==> src/rtl/seg_pkg.sv <==
// Shared constants for the seven-segment scan driver: segment bit positions,
// hex font and the dark digit-enable level.
package seg_pkg;

    localparam int unsigned SEG_A  = 0;
    localparam int unsigned SEG_B  = 1;
    localparam int unsigned SEG_C  = 2;
    localparam int unsigned SEG_D  = 3;
    localparam int unsigned SEG_E  = 4;
    localparam int unsigned SEG_F  = 5;
    localparam int unsigned SEG_G  = 6;
    localparam int unsigned SEG_DP = 7;

    // Entry n is the a..g pattern for hex digit n (bit 0 = a).
    localparam logic [15:0][6:0] HEX_FONT = {
        7'h71, 7'h79, 7'h5E, 7'h39, 7'h7C, 7'h77, 7'h6F, 7'h7F,
        7'h07, 7'h7D, 7'h6D, 7'h66, 7'h4F, 7'h5B, 7'h06, 7'h3F
    };

    localparam logic SEG_EN_IDLE = 1'b1;

endpackage

==> src/rtl/seg7_decode.sv <==
// Combinational hex nibble to seven-segment (a..g) pattern.
module seg7_decode
    import seg_pkg::*;
(
    input  logic [3:0] nibble,
    output logic [6:0] seg
);

    always_comb begin
        seg = HEX_FONT[nibble];
    end

endmodule

==> src/rtl/seg_scan_driver.sv <==
// Time-multiplexed seven-segment scan driver with gap, leading-zero blanking
// and optional blinking (compiled in when SEG_BLINK_EN is defined).
module seg_scan_driver
    import seg_pkg::*;
#(
    parameter int unsigned DIGITS      = 8,
    parameter int unsigned REFRESH_DIV = 100000,
    parameter int unsigned GAP_CYCLES  = 16,
    parameter int unsigned BLINK_DIV   = 64
) (
    input  logic                  clk,
    input  logic                  rst,
    input  logic [4*DIGITS-1:0]   value,
    input  logic [DIGITS-1:0]     dp_mask,
    input  logic [DIGITS-1:0]     blink_mask,
    input  logic                  load,
    input  logic                  blank_lz,
    output logic [7:0]            digital_light,
    output logic [DIGITS-1:0]     seg_en
);

    localparam int unsigned CNT_W = $clog2(REFRESH_DIV);
    localparam int unsigned IDX_W = (DIGITS > 1) ? $clog2(DIGITS) : 1;
    localparam logic [CNT_W-1:0] CNT_MAX = CNT_W'(REFRESH_DIV - 1);
    localparam logic [CNT_W-1:0] GAP_END = CNT_W'(GAP_CYCLES);
    localparam logic [IDX_W-1:0] IDX_MAX = IDX_W'(DIGITS - 1);

    logic [CNT_W-1:0]    cnt_q, cnt_d;
    logic [IDX_W-1:0]    idx_q, idx_d;
    logic [4*DIGITS-1:0] value_q, value_d;
    logic [DIGITS-1:0]   dp_q, dp_d;
    logic [7:0]          light_q, light_d;
    logic [DIGITS-1:0]   seg_en_q, seg_en_d;

    logic [3:0] nib;
    logic [6:0] font_seg;
    logic       dp_cur;
    logic       upper_zero;
    logic       blink_now;
    logic       slot_wrap;

    seg7_decode u_dec (
        .nibble (nib),
        .seg    (font_seg)
    );

    always_comb begin
        slot_wrap = (cnt_q == CNT_MAX);
        cnt_d     = slot_wrap ? '0 : cnt_q + 1'b1;
        idx_d     = idx_q;
        if (slot_wrap) begin
            idx_d = (idx_q == IDX_MAX) ? '0 : idx_q + 1'b1;
        end
        value_d = load ? value   : value_q;
        dp_d    = load ? dp_mask : dp_q;
    end

    // Select the current digit and check whether it and every higher digit are zero.
    always_comb begin
        nib        = '0;
        dp_cur     = 1'b0;
        upper_zero = 1'b1;
        for (int unsigned i = 0; i < DIGITS; i++) begin
            if (i == 32'(idx_q)) begin
                nib    = value_q[4*i +: 4];
                dp_cur = dp_q[i];
            end
            if ((i >= 32'(idx_q)) && (value_q[4*i +: 4] != 4'h0)) begin
                upper_zero = 1'b0;
            end
        end
    end

`ifdef SEG_BLINK_EN
    localparam int unsigned BW = (BLINK_DIV > 1) ? $clog2(BLINK_DIV) : 1;

    logic [BW-1:0]     bcnt_q, bcnt_d;
    logic              boff_q, boff_d;
    logic [DIGITS-1:0] blink_q, blink_d;
    logic              frame_done;
    logic              blink_sel;

    always_comb begin
        frame_done = slot_wrap && (idx_q == IDX_MAX);
        bcnt_d     = bcnt_q;
        boff_d     = boff_q;
        blink_d    = load ? blink_mask : blink_q;
        if (frame_done) begin
            if (bcnt_q == BW'(BLINK_DIV - 1)) begin
                bcnt_d = '0;
                boff_d = ~boff_q;
            end else begin
                bcnt_d = bcnt_q + 1'b1;
            end
        end
        blink_sel = 1'b0;
        for (int unsigned i = 0; i < DIGITS; i++) begin
            if (i == 32'(idx_q)) begin
                blink_sel = blink_q[i];
            end
        end
        blink_now = boff_q & blink_sel;
    end

    always_ff @(posedge clk) begin
        if (rst) begin
            bcnt_q  <= '0;
            boff_q  <= 1'b0;
            blink_q <= '0;
        end else begin
            bcnt_q  <= bcnt_d;
            boff_q  <= boff_d;
            blink_q <= blink_d;
        end
    end
`else
    logic unused_blink;
    assign unused_blink = ^blink_mask;
    assign blink_now    = 1'b0;
`endif

    // Priority: gap, then blink, then leading-zero blanking, then plain decode.
    always_comb begin
        seg_en_d = {DIGITS{SEG_EN_IDLE}};
        light_d  = '0;
        if (cnt_q >= GAP_END) begin
            seg_en_d = ~(DIGITS'(1) << idx_q);
            if (!blink_now) begin
                light_d[SEG_DP] = dp_cur;
                if (!(blank_lz && (idx_q != '0) && upper_zero)) begin
                    light_d[SEG_G:SEG_A] = font_seg;
                end
            end
        end
    end

    always_ff @(posedge clk) begin
        if (rst) begin
            cnt_q    <= '0;
            idx_q    <= '0;
            value_q  <= '0;
            dp_q     <= '0;
            light_q  <= '0;
            seg_en_q <= {DIGITS{SEG_EN_IDLE}};
        end else begin
            cnt_q    <= cnt_d;
            idx_q    <= idx_d;
            value_q  <= value_d;
            dp_q     <= dp_d;
            light_q  <= light_d;
            seg_en_q <= seg_en_d;
        end
    end

    assign digital_light = light_q;
    assign seg_en        = seg_en_q;

endmodule
==> config.mk <==
export PLATFORM = sky130hd
export DESIGN_NAME = seg_scan_driver
export DESIGN_NICKNAME = d
export VERILOG_FILES = /design/src/rtl/seg_pkg.sv /design/src/rtl/seg7_decode.sv /design/src/rtl/seg_scan_driver.sv
export SDC_FILE = /design/constraint.sdc
export NUM_CORES = 1
export LEC_CHECK = 0
export ABC_AREA = 1
export CAP_MARGIN = 20
export CELL_PAD_IN_SITES_DETAIL_PLACEMENT = 1
export CELL_PAD_IN_SITES_GLOBAL_PLACEMENT = 2
export CORE_ASPECT_RATIO = 0.6
export CORE_UTILIZATION = 38
export CTS_CLUSTER_DIAMETER = 150
export DETAILED_ROUTE_END_ITERATION = 10
export DONT_BUFFER_PORTS = 1
export PLACE_DENSITY = 0.91
export SYNTH_ARGS = -nofsm -noshare
export SYNTH_HDL_FRONTEND = slang
export SYNTH_SLANG_ARGS = --single-unit
==> constraint.sdc <==
create_clock -name clk -period 4.05 [get_ports clk]
set_input_delay 0.405 -clock clk [delete_from_list [all_inputs] [get_ports clk]]
set_output_delay 0.405 -clock clk [all_outputs]
set_load 0.005 [all_outputs]
==> run_results.csv, run 1 <==
group,metric,value,unit
status,status,"completed",
clock_tree,clock-sinks,76,
logic_synthesis,synth_top_cell_by_count,"nor2_1",
critical_path,startpoint_type,"flip-flop",
sta,worst_slack,1.319,ns
logic_synthesis,ys_chip_area,3690,um^2
sta,fmax,0.3662,GHz
critical_path,slowest_delay,0.57,ns
sta,final-setup-viol-count,0,
placed_design,place_congestion,0.8583,
clock_tree,cts_tree,"yes",
placed_design,post-place-ws,1.358,ns
critical_path,r2r_cells,17,
worst_hold_path,holdPathEnd,"idx_q[0]$_SDFFE_PP0P_",
critical_path,worstPathArrival,2.96,ns
detailed_routing,avgRoutedWirePerCell,16.26,um
worst_hold_path,whs_path_depth,1,
logic_synthesis,ff_type,"dfxtp_1",
critical_path,r2r_start,"idx_q[1]$_SDFFE_PP0P_",
grt,overflow,0,
logic_synthesis,top_cell_area_share,41.23,%
clock_tree,root_buffer,"clkbuf_16",
logic_synthesis,synth_area,3690,um^2
logic_synthesis,syn_area_per_cell,7.207,um^2
power,power,1.706,mW
sta,min_period_over_period,67.42,%
sta,fin_crit,2.731,ns
detailed_routing,initialDrtViolationCount,158,
sta,slew_headroom,35.98,%
critical_path,critPathMaxFanout,8,
logic_synthesis,synth_flops,76,
clock_tree,htreeDepth,3,
die,die_area,10120,um^2
logic_synthesis,fp_nets,579,
clock_tree,cts_buffers,9,
cells_and_area,register_area,1521,um^2
worst_hold_path,hp-start,"rst",
cells_and_area,layout-drive-gt1-share,8.398,%
placed_design,hpwlAfterDp,7907,um
sta,maxSlewViolCount,0,
logic_synthesis,netlist_top_cells_area,"dfxtp_1, nor2_1, nand2_1",
clock_tree,cts.path.max_buffers,2,
cells_and_area,combGateArea,1891,um^2
placed_design,place_area,3797,um^2
logic_synthesis,yosysWarnings,0,
logic_synthesis,largest_area_cell,"dfxtp_1",
die,design.core.area,9290,um^2
critical_path,path_common_cell,"nand2_1",
sta,fin_setup_tns,0,ns
grt,grt_pass1_wl,17340,um
clock_tree,cts_resized,0,
cells_and_area,finalNetCount,576,
grt,grt_max_degree,46,
sta,rsz0062_at_grt,"no",
logic_synthesis,synth_cell_types,38,
logic_synthesis,synthArstFlopShare,0,%
worst_hold_path,hp-class,"primary input to flip-flop",
detailed_routing,antenna_left,0,
flow_run,max_cap_viol_count,0,
logic_synthesis,ys_cells,512,
power,p_leak,1.690,nW
logic_synthesis,top_cells_by_count,"nor2_1, nand2_1, dfxtp_1",
detailed_routing,vias,3306,
grt,antenna_found_initial,0,
critical_path,r2r-end,"digital_light[6]$_SDFF_PP0_",
critical_path,rrSetupSlack,1.32,ns
logic_synthesis,synthCells,512,
critical_path,cp-end-kind,"flip-flop",
flow_run,tool_warnings,46,
cells_and_area,fill_cells,1181,
cells_and_area,syn_to_final_growth,10.51,%
cells_and_area,post-route-cell-area,4078,um^2
logic_synthesis,synth-edff-count,0,
sta,hold_violations,0,
critical_path,worst_path_max_delay_cell,"dfxtp_1",
-- run 1: cell type report --
class                      count  share of cell area, %
multi-input combinational    366                  46.36
timing repair buffer           2                 0.3682
inverter                      54                  5.094
clock buffer                   9                  5.523
sequential                    76                  37.31
clock inverter                 5                  1.350
tap                          130                  3.989
-- run 1: placed cells by master (no fill, tap or decap), types with 2 or more instances in the layout --
cell type   count
inv_2           2
nor2_1         85
nor4_1          5
nand2_4         3
o21a_1          2
nand3b_1        2
clkbuf_16       9
nand3_1        32
a211oi_1        2
ha_1           15
buf_4           2
or2_2           3
a21oi_1        39
nand2_2         6
clkinv_1        2
or2_1           3
nor2_2          3
clkinv_2        2
xor2_1          4
clkinvlp_4      2
dfxtp_1        76
o21ai_4         2
o21ai_1         2
o21ai_0        53
nor3_1          8
o211ai_1        3
inv_1          49
nor3_2          3
nand2_1        83
-- run 1: sequential cells by signal (all words and copies together), names as in the netlist --
signal and count:
seg_en 8, cnt_q 17, value_q 32, digital_light 8, idx_q 3, dp_q 8
-- run 1: stage by stage --
stage               hold slack, ns  cells  utilization, %
floorplan                   0.4300    512               -
global placement            0.4411    628           40.88
detailed placement          0.4690    628           40.88
CTS                         0.1251    642           43.89
global route                0.1237    642           43.89
finish                      0.1347    642           43.89
-- run 1: worst reg2reg max path, stage by stage (launching register included) --
cell and delay (ns):
dfxtp_1 0.57, inv_1 0.21, ha_1 0.29, nand2_1 0.09
inv_1 0.13, a21oi_1 0.17, nand3_1 0.10, nand2_1 0.07
nand2_1 0.06, nand2_1 0.09, nand2_1 0.15, inv_1 0.17
ha_1 0.17, nand3_1 0.10, nor2_1 0.12, nor2_1 0.04
nand2_1 0.06, inv_1 0.04
-- run 1: report_power, final --
part	switching, mW	total [mW]	internal (mW)
clock	0.308	0.776	0.467
sequential	0.0215	0.800	0.778
combinational	0.0864	0.130	0.0436
total	0.416	1.71	1.29
-- run 1: routing by layer --
| metal | routed length [um] | track usage (%) | up-vias |
|---|---|---|---|
| met5 | 0 | 0 | - |
| met3 | 526 | 5.385 | 9 |
| met4 | 115 | 6.353 | 0 |
| li1 | - | - | 1646 |
| met2 | 4327 | 33.23 | 74 |
| met1 | 5472 | 33.33 | 1577 |
-- run 1: worst max-delay path by stage --
stage                                             end                   from  slack (ns)  depth (start not counted)
after CTS                 digital_light[6]$_SDFF_PP0_  idx_q[1]$_SDFFE_PP0P_        1.32                         17
after global routing      digital_light[6]$_SDFF_PP0_  idx_q[1]$_SDFFE_PP0P_        1.03                         17
after floorplan           digital_light[6]$_SDFF_PP0_  idx_q[1]$_SDFFE_PP0P_        1.90                         17
after detailed placement  digital_light[6]$_SDFF_PP0_  idx_q[1]$_SDFFE_PP0P_        1.36                         17
after global placement    digital_light[6]$_SDFF_PP0_  idx_q[1]$_SDFFE_PP0P_        1.43                         17
final                     digital_light[6]$_SDFF_PP0_  idx_q[1]$_SDFFE_PP0P_        1.32                         17
-- run 1: cells by family after synthesis --
logic type	share of synthesized area, %
AND-OR/OR-AND	15.90
XOR/XNOR	0.9494
adder cells (fa/ha/maj)	5.086
buffers and inverters	7.528
flip-flops	41.23
AND/OR/NAND/NOR	29.30
**Run 1: routed clock nets over the placement**

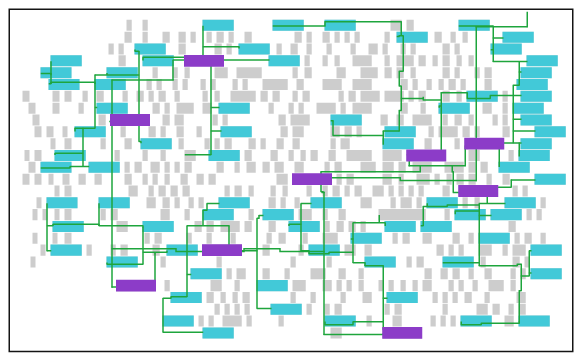
[cyan] flip-flops | count: 76
[purple] clock drivers | count: 9
[green] clock wires | length: 1060 um
routed clock nets: 10
clk_lat worst skew: 0.34 ns
Clk pwr share: 45.5%
Clock Skew: 0.009850 ns
Clk power: 0.776 mW

**Run 1: wires at chosen ports, followed through buffers**

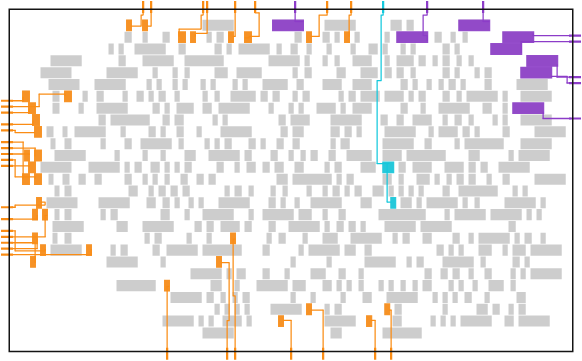
[cyan] `rst` | bits: 1 | direction: input | edge: top | end cells: 2 | buffers: 0 | wire: 48.8 um
[purple] `digital_light` | bits: 8 | direction: output | edge: 5 right, 3 top | end cells: 8 | buffers: 0 | wire: 58.5 um
[orange] `value` | bits: 32 | direction: input | edge: 17 left, 8 top, 7 bottom | end cells: 32 | buffers: 0 | wire: 312 um
num ports: 68
# port buffers: 0

**Run 1: ports around the boundary**

Pins as bars across the die edge, other pins in gray.
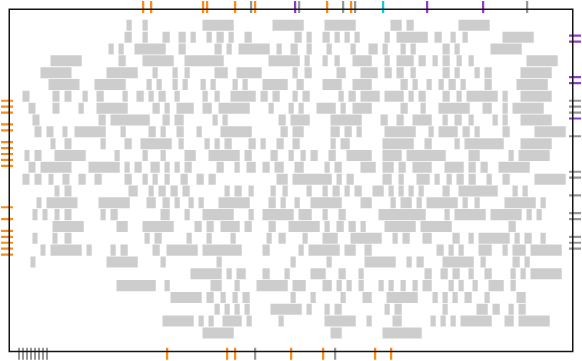
[cyan] `rst` | pins: 1 | direction: input | edge: top
[orange] `value` | pins: 32 | direction: input | edge: 17 left, 8 top, 7 bottom
[purple] `digital_light` | pins: 8 | direction: output | edge: 5 right, 3 top
all pins by edge: 17 top, 17 bottom, 17 right, 17 left
Vert. Die Dim: 78.33 um
Die X: 129.2 um

**Run 1: wiring by layer**

Bar = 50 um.
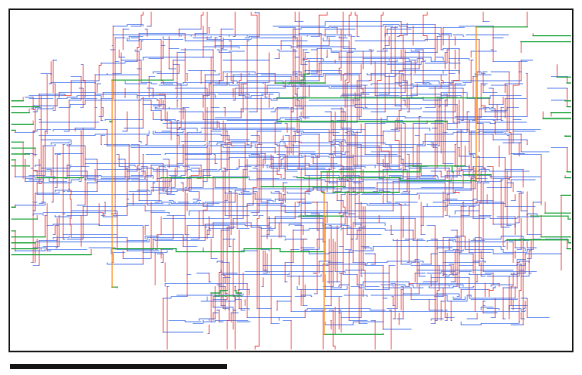
[blue] metal 1 | wire length: 5470 um
[red] metal 2 | wire length: 4330 um
[green] metal 3 | wire length: 526 um
[orange] metal 4 | wire length: 116 um
GRT Overall Usage: 22.89%
routed wire length: 10440 um

**Run 1: cell outlines without signal wires**

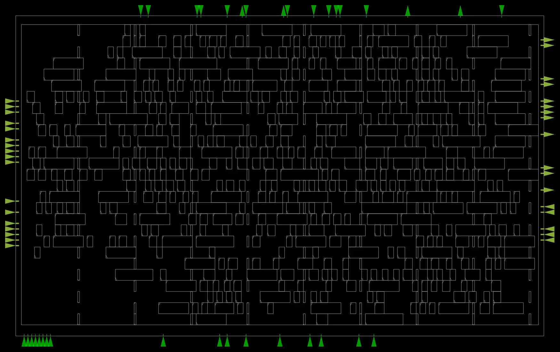

==> inputs of run 2 (changes only) <==
CORE_UTILIZATION = 32   (was 38)
PLACE_DENSITY = 0.83   (was 0.91)
clock period = 2.3 ns   (was 4.05 ns; I/O delays follow)
**Run 2: cell outlines without signal wires**

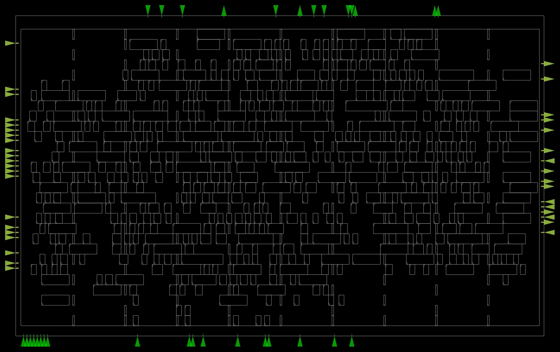
fillers: 1339
num rows: 29
Non-Filler Instances: 676
Core ar.: 10890 um^2
flop count: 76

==> run_results.csv, run 2 <==
group,metric,value,unit
status,status,"completed",
detailed_routing,avgRoutedWirePerCell,16.37,um
cells_and_area,largest_register_ffs,32,
critical_path,rrSetupSlack,0.07,ns
sta,slew_headroom,66.02,%
sta,hold_violations,0,
clock_tree,cts_buffers,9,
logic_synthesis,ys_chip_area,3690,um^2
logic_synthesis,largest_area_cell,"dfxtp_1",
sta,fin_skew,0.003173,ns
cells_and_area,antenna_cells,0,
grt,grt_pass1_vias,3330,
cells_and_area,final_common_cell,"nor2_1",
logic_synthesis,synth_area,3690,um^2
cells_and_area,finalNetCount,600,
sta,fin_crit,2.233,ns
critical_path,critPathMaxFanout,6,
cells_and_area,layout-drive-gt1-share,14.90,%
logic_synthesis,postSynthSeqShare,41.23,%
grt,antenna_found_initial,0,
logic_synthesis,fp_nets,579,
power,p_leak,1.850,nW
critical_path,startpoint_type,"flip-flop",
critical_path,worstPathArrival,2.49,ns
flow_run,max_cap_viol_count,0,
sta,worst_slack,0.06713,ns
sta,worst_pin_slew,0.5091,ns
clock_tree,clk-insertion-delay-late,0.33,ns
cells_and_area,largestRegisters,"value_q (32), cnt_q (17)",
grt,grt_pass1_wl,17910,um
logic_synthesis,synth_flops,76,
placed_design,hpwlAfterDp,8126,um
power,peakVddDrop,0.3722,mV
sta,fin_setup_tns,0,ns
die,floorplan.core_util,33.90,%
detailed_routing,vias,3400,
placed_design,dp.cells,655,
cells_and_area,syn_to_final_growth,19.90,%
critical_path,cp-end-kind,"flip-flop",
placed_design,port-buffer-count,0,
cells_and_area,final_core_util,40.64,%
sta,min_period_over_period,97.08,%
logic_synthesis,synth_top_cell_by_count,"nor2_1",
detailed_routing,first_pass_iters,4,
grt,overflow,0,
logic_synthesis,ff_type,"dfxtp_1",
logic_synthesis,syn_area_per_cell,7.207,um^2
cells_and_area,top_register,"value_q",
die,num_io_pins,68,
die,die_area,11980,um^2
logic_synthesis,synthArstFlopShare,0,%
detailed_routing,via_per_inst,5.030,
power,power,3.197,mW
placed_design,place_congestion,0.7911,
clock_tree,root_buffer,"clkbuf_16",
logic_synthesis,top_cells_by_count,"nor2_1, nand2_1, dfxtp_1",
sta,fmax,0.4479,GHz
flow_run,tool_warnings,47,
power,p_per_area,722.7,nW/um^2
cells_and_area,final_cell_mix,"nor2_1, nand2_1, dfxtp_1",
detailed_routing,initialDrtViolationCount,141,
logic_synthesis,yosysWarnings,0,
worst_hold_path,hp-class,"primary input to flip-flop",
detailed_routing,wl,11070,um
logic_synthesis,ys_cells,512,
logic_synthesis,top_cell_area_share,41.23,%
sta,rsz0062_at_grt,"yes",
clock_tree,cts.path.max_buffers,2,
detailed_routing,drc,0,
critical_path,crit_required,2.56,ns
sta,maxSlewViolCount,0,
clock_tree,clock-sinks,76,
logic_synthesis,synth-edff-count,0,
grt,track_usage,19.63,%
logic_synthesis,synthCells,512,
clock_tree,cts_tree,"yes",
placed_design,post-place-ws,-0.01160,ns
clock_tree,clk_pin_slew_worst_paths,0.06,ns
detailed_routing,antenna_left,0,
critical_path,path_class,"flip-flop to flip-flop",
logic_synthesis,netlist_top_cells_area,"dfxtp_1, nor2_1, nand2_1",
clock_tree,htreeDepth,3,
die,die_w,140.6,um
sta,final-setup-viol-count,0,
logic_synthesis,synth_cell_types,38,
die,die_h,85.18,um
grt,grt_max_degree,46,
==> run 2: final cells by class <==
type,count,area [um^2]
clock buffers,11,252.7
clock inverters,4,72.57
fillers,1339,6461
inverters,54,210.2
multi-input cells,366,1966
flip-flops and latches,76,1526
well taps,139,173.9
repair buffers,26,222.7
==> run 2: worst max-delay path, stage by stage, from the launching register on <==
cell,delay (ns)
dfxtp_1,0.33
buf_4,0.18
ha_1,0.23
ha_1,0.22
buf_4,0.15
a21oi_1,0.11
nand2_1,0.11
nand2_2,0.14
inv_2,0.08
ha_1,0.22
nand3_1,0.12
nand3_1,0.12
a21oi_2,0.16
==> run 2: timing repair <==
item | in CTS | in global routing
gates cloned | 0 | 0
pin swaps | 1 | 4
gates resized | 3 | 21
endpoints found under the setup margin | 3 | 7
hold endpoints to repair | 1 | 0
hold buffers | 1 | 0
setup buffers | 2 | 3
==> run 2: worst paths after layout <==
path	start	endpoint	depth (start not counted)
worst max-delay path	idx_q[0]$_SDFFE_PP0P_	digital_light[0]$_SDFF_PP0_	12
worst min-delay path	value[18]	value_q[18]$_SDFFE_PP0P_	2
worst max register to register	idx_q[0]$_SDFFE_PP0P_	digital_light[0]$_SDFF_PP0_	12
worst min register to register	cnt_q[0]$_SDFF_PP0_	cnt_q[0]$_SDFF_PP0_	1
==> run 2: where the power goes <==
| part | total (mW) | leakage [nW] | internal [mW] | switching (mW) |
|---|---|---|---|---|
| clock | 1.54 | 0.158 | 1.00 | 0.544 |
| combinational | 0.245 | 1.07 | 0.0881 | 0.157 |
| sequential | 1.41 | 0.625 | 1.37 | 0.0380 |
| total | 3.20 | 1.85 | 2.46 | 0.739 |
==> run 2: stage by stage <==
| step | area (um^2) | hold slack [ns] |
|---|---|---|
| floorplan | 3690 | 0.3085 |
| detailed placement | 3969 | 0.3238 |
| finish | 4424 | 0.03351 |
| CTS | 4324 | 0.02665 |
| global placement | 3969 | 0.3123 |
| global route | 4424 | 0.03058 |
==> run 2: routing by layer <==
layer | wire, um | up-vias | track usage [%]
li1 | - | 1703 | -
met5 | 0 | - | 0
met2 | 4492 | 57 | 28.27
met3 | 345 | 7 | 5.023
met1 | 6138 | 1633 | 29.06
met4 | 92 | 0 | 4.348
==> run 2: logic make-up (layout without fill, tap and decap cells) <==
logic type                 after synthesis  after routing  share of synthesized area (%)
and+or+nand+nor                        241            241                          29.30
AOI/OAI and AO/OA                      106            106                          15.90
buffers and inverters                   70             95                          7.528
DFF                                     76             76                          41.23
adders and majority gates               15             15                          5.086
xor gates and xnor gates                 4              4                         0.9494
Power figures rest on the tool's default switching activity, not on a simulated workload.
